[src/rtl/alarm_ringer.sv]
// Alarm ring/snooze/auto-off controller: edge-detects alarm == time and drives
// the buzzer waveform plus ring/snooze status toward display and speaker.
module alarm_ringer #(
  parameter int SNOOZE_MIN = 9,
  parameter int RING_MIN   = 10,
  parameter int MAX_SNOOZE = 3
) (
  input  logic        clk,
  input  logic        rst_n,
  input  logic [15:0] timeData,
  input  logic [15:0] alarmData,
  input  logic        alarmEn,
  input  logic        minTick,
  input  logic        secTick,
  input  logic        snoozeBtn,
  input  logic        stopBtn,
  output logic        ring,
  output logic        snoozing,
  output logic        buzzer,
  output logic [7:0]  snoozesLeft
);

  typedef enum logic [1:0] {IDLE, RINGING, SNOOZE} state_t;

  state_t     state, state_nxt;
  logic       buzzer_nxt;
  logic [7:0] snz_left_nxt;
  logic [7:0] ringCnt, ring_cnt_nxt;
  logic [7:0] snzCnt, snz_cnt_nxt;
  logic       match, matchPrev, trigger;

  assign match   = (timeData == alarmData);
  assign trigger = match & ~matchPrev & alarmEn;

  assign ring     = (state == RINGING);
  assign snoozing = (state == SNOOZE);

  // matchPrev resets high so a time already at the alarm does not fire.
  always_ff @(posedge clk or negedge rst_n) begin
    if (!rst_n) begin
      state       <= IDLE;
      buzzer      <= 1'b0;
      snoozesLeft <= 8'(MAX_SNOOZE);
      ringCnt     <= '0;
      snzCnt      <= '0;
      matchPrev   <= 1'b1;
    end else begin
      state       <= state_nxt;
      buzzer      <= buzzer_nxt;
      snoozesLeft <= snz_left_nxt;
      ringCnt     <= ring_cnt_nxt;
      snzCnt      <= snz_cnt_nxt;
      matchPrev   <= match;
    end
  end

  always_comb begin
    state_nxt    = state;
    buzzer_nxt   = 1'b0;
    snz_left_nxt = snoozesLeft;
    ring_cnt_nxt = ringCnt;
    snz_cnt_nxt  = snzCnt;
    unique case (state)
      IDLE: begin
        if (trigger) begin
          state_nxt    = RINGING;
          ring_cnt_nxt = '0;
          snz_left_nxt = 8'(MAX_SNOOZE);
          buzzer_nxt   = 1'b1;
        end
      end
      RINGING: begin
        buzzer_nxt = buzzer ^ secTick;
        if (!alarmEn || stopBtn) begin
          state_nxt  = IDLE;
          buzzer_nxt = 1'b0;
        end else if (snoozeBtn && snoozesLeft != 8'd0) begin
          state_nxt    = SNOOZE;
          snz_cnt_nxt  = 8'(SNOOZE_MIN);
          snz_left_nxt = snoozesLeft - 8'd1;
          buzzer_nxt   = 1'b0;
        end else if (minTick) begin
          // An exhausted snooze press falls through so the timeout still runs.
          if (ringCnt == 8'(RING_MIN - 1)) begin
            state_nxt  = IDLE;
            buzzer_nxt = 1'b0;
          end else begin
            ring_cnt_nxt = ringCnt + 8'd1;
          end
        end
      end
      SNOOZE: begin
        if (!alarmEn || stopBtn) begin
          state_nxt = IDLE;
        end else if (minTick) begin
          if (snzCnt == 8'd1) begin
            state_nxt    = RINGING;
            ring_cnt_nxt = '0;
            buzzer_nxt   = 1'b1;
          end else begin
            snz_cnt_nxt = snzCnt - 8'd1;
          end
        end
      end
      default: state_nxt = IDLE;
    endcase
  end

endmodule

[config.mk]
export PLATFORM = sky130hd
export DESIGN_NAME = alarm_ringer
export DESIGN_NICKNAME = d
export VERILOG_FILES = /design/src/rtl/alarm_ringer.sv
export SDC_FILE = /design/constraint.sdc
export NUM_CORES = 1
export LEC_CHECK = 0
export CAP_MARGIN = 10
export CORE_AREA = 4 4 66 68
export CTS_CLUSTER_SIZE = 20
export DETAILED_ROUTE_END_ITERATION = 8
export DIE_AREA = 0 0 70 72
export GPL_TIMING_DRIVEN = 0
export PLACE_DENSITY = 0.78
export SETUP_SLACK_MARGIN = 0.3
export SYNTH_ARGS = -nofsm -noshare
export SYNTH_HDL_FRONTEND = slang
export SYNTH_SLANG_ARGS = --single-unit
[constraint.sdc]
create_clock -name clk -period 2.5 [get_ports clk]
set_clock_uncertainty 0.1 [all_clocks]
set_input_delay 0.25 -clock clk [delete_from_list [all_inputs] [get_ports clk]]
set_output_delay 0.25 -clock clk [all_outputs]
set_load 0.03 [all_outputs]
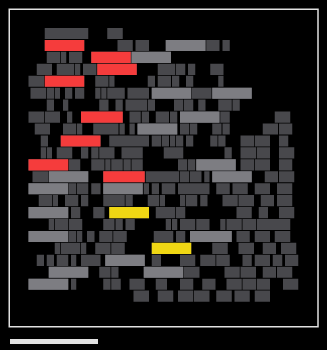
Figure 1: where the registers sit.
The bar under the picture is 20 um long.
legend:
  snoozesLeft:
    colour: red
    flops: 8
  state:
    colour: yellow
    flops: 2
not coloured: 18

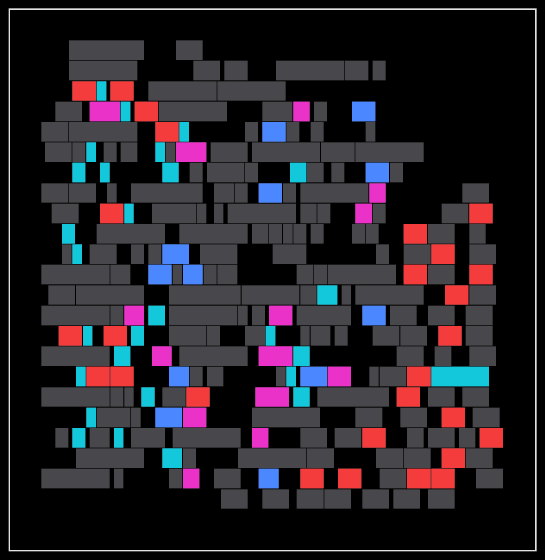
Figure 2: logic cells by family.
legend:
  non-inverting ao/oa cells:
    colour: blue
    cells: 12
    most_used: o31a_1
  nor cells:
    colour: cyan
    cells: 28
    most_used: nor2_1
  xor and xnor cells:
    colour: red
    cells: 27
    most_used: xnor2_1
    where: widely spread
  and/or cells:
    colour: magenta
    cells: 14

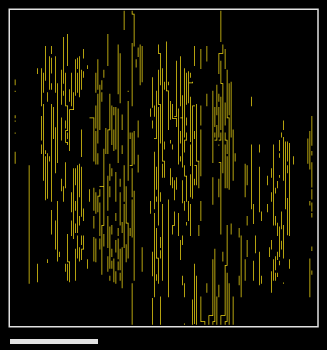
Figure 3: M2 wires.
The bar under the picture is 20 um long.
wire length on this layer: 2120 um
share of all routed wire: 50%

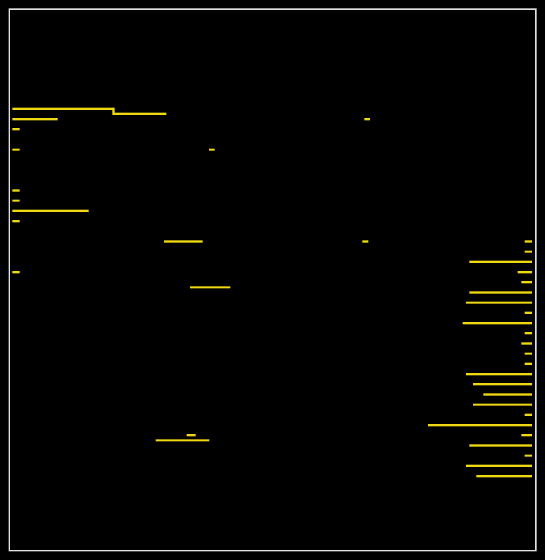
Figure 4: metal 3.
share of all routed wire: 4.0%
wire length on this layer: 170 um
nets with wire on the layer: 37
longest straight run: 13.6 um

layer usage:
metal | share of wire [%] | track usage (%) | vias to the layer above
met5 | 0 | 0 | -
met4 | 1.2 | 4.89 | 0
met3 | 4.0 | 3.19 | 6
met2 | 50 | 31.1 | 43
met1 | 45 | 20.8 | 745
li1 | - | - | 783
cell usage after synthesis, drive strengths merged (2+ instances only):
master | instances | area [sq um]
nand3 | 20 | 100
o211a | 2 | 20.0
a21oi | 3 | 15.0
or3b | 2 | 17.5
dfstp | 3 | 78.8
o22ai | 2 | 12.5
nor4 | 5 | 31.3
nand4 | 9 | 71.3
nor2b | 2 | 12.5
and4bb | 2 | 25.0
o31a | 6 | 52.6
nor3b | 2 | 15.0
o21ai | 10 | 65.1
or4 | 3 | 26.3
dfrtp | 25 | 626
nor3 | 5 | 25.0
nand2 | 6 | 22.5
xnor2 | 17 | 149
inv | 9 | 33.8
ha | 5 | 62.6
nor2 | 14 | 52.6
or2 | 2 | 12.5
a21o | 2 | 15.0
o31ai | 2 | 15.0
buf | 5 | 31.3
xor2 | 10 | 87.6
and4 | 2 | 17.5
registers in the layout, summed over array words and instances, names as in the netlist:
name         count
snzCnt           8
state            2
ringCnt          8
matchPrev        1
buzzer           1
snoozesLeft      8
power by group through the flow:
stage	Combinational [mW]	Clock [mW]	Sequential [mW]
finish	0.116	0.281	0.453
global route	0.126	0.305	0.453
floorplan	0.0287	0	0.462
CTS	0.115	0.290	0.453
global placement	0.106	0	0.462
detailed placement	0.114	0	0.462
final cells by class:
type / count / share of cell area [%]
inverter: 9 / 1.37
multi-input combinational: 142 / 41.5
timing repair buffer: 52 / 22.1
tap: 50 / 2.55
clock buffer: 4 / 2.24
sequential: 28 / 28.7
buffer: 6 / 1.53
==> impl_metrics.ini <==
; yosys + openroad results
[synth]
ys_cells = 185
ys_sh_xor_pct = 13.4
synthesis.nets = 229
ys_sh_mux_pct = 0
edf_count = 0
ys_seq_elements = 28
async_flop_share_pct = 100
yosys_area_sq_um = 1760
logic_family = simple AND/OR/NAND/NOR gates
simple_gate_share_pct = 25.8
synthAoiAreaFrac_pct = 13.3
syn_avg_cell_area_sq_um = 9.53
ys_warn_count = 0
ys_dominant_reg_cell = dfrtp_1
synth_adder_area_share_pct = 3.55
synth.distinct_cells = 44

[route]
drt_iter0_drc = 64
postRouteAntennaNets = 0
via_per_inst = 5.42
post-route-drc-count = 0
routed_wl_um = 4230
vias = 1577

[critical_path]
crit_fanout = 10
endpoint = ringCnt[6]
startpoint = snoozesLeft[2]
slowest_delay_ns = 0.57
reg2regPathDepth = 6
start_kind = flop
cp_num_cells = 6
path_buffers = 1
timing.rr.start = snoozesLeft[2]
worst-setup-path-type = flop to flop
r2r_setup_slack_ns = 0.43
r2r_end = ringCnt[6]
arrival_ns = 2.18
required_ns = 2.61
crit_family = simple AND/OR/NAND/NOR gates
crit_chain = or4_4, o21ai_4, nand4_4, buf_6, o31a_1, o21ai_2

[global_routing]
first_global_vias = 1595
gr-usage-all-layers_pct = 17.1
gr-total-overflow = 0

[cells_and_area]
synthToLayoutAreaGrowth_pct = 39.4
num-fill-cells = 340
seq_area_sq_um = 704
logic_area_sq_um = 1020
lay_top_count = clkdlybuf4s50_1
final_cells = 291
design_area_sq_um = 2460
drive_gt1_share_pct = 12.0
antennaDiodeCount = 0

[floorplan]
die_w_um = 70
die_y_um = 72
die_area_sq_um = 5040
io_pins = 50
core_sq_um = 3860

[power_and_ir_drop]
net-switching-power_mw = 0.178
p_leak_nw = 1.05
switching_share_pct = 21.0
irDropWorstVdd_mv = 0.279
p_clk_share_pct = 33.0

[timing]
rsz0062_at_grt = false
postLayoutSetupSlackWorst_ns = 0.432
worst_pin_slew_ns = 0.689
maxSlewViolCount = 0
tns_ns = 0
setup_viol = 0
whs_ns = 0.282

[cts]
cts_hold_buffers = 0
cts.sinks = 28
cts_root_buffer = clkbuf_8
post-cts-setup-buffers = 1
clk_pin_slew_ns = 0.10
clock_path_buffers = 2
cts_max_level = 1
cts_made_buffers = 3

[run_status]
status = complete, no violations

[hold_path]
hold_path.class = input pin to asynchronous set/reset pin

[job]
max_cap_violations = 0

[placement]
post-place-ws_ns = 0.0358
gp_congestion = 0.772
portBuffers = 49
post-dp-hpwl_um = 3210
Power is estimated from default activity; no workload was simulated.
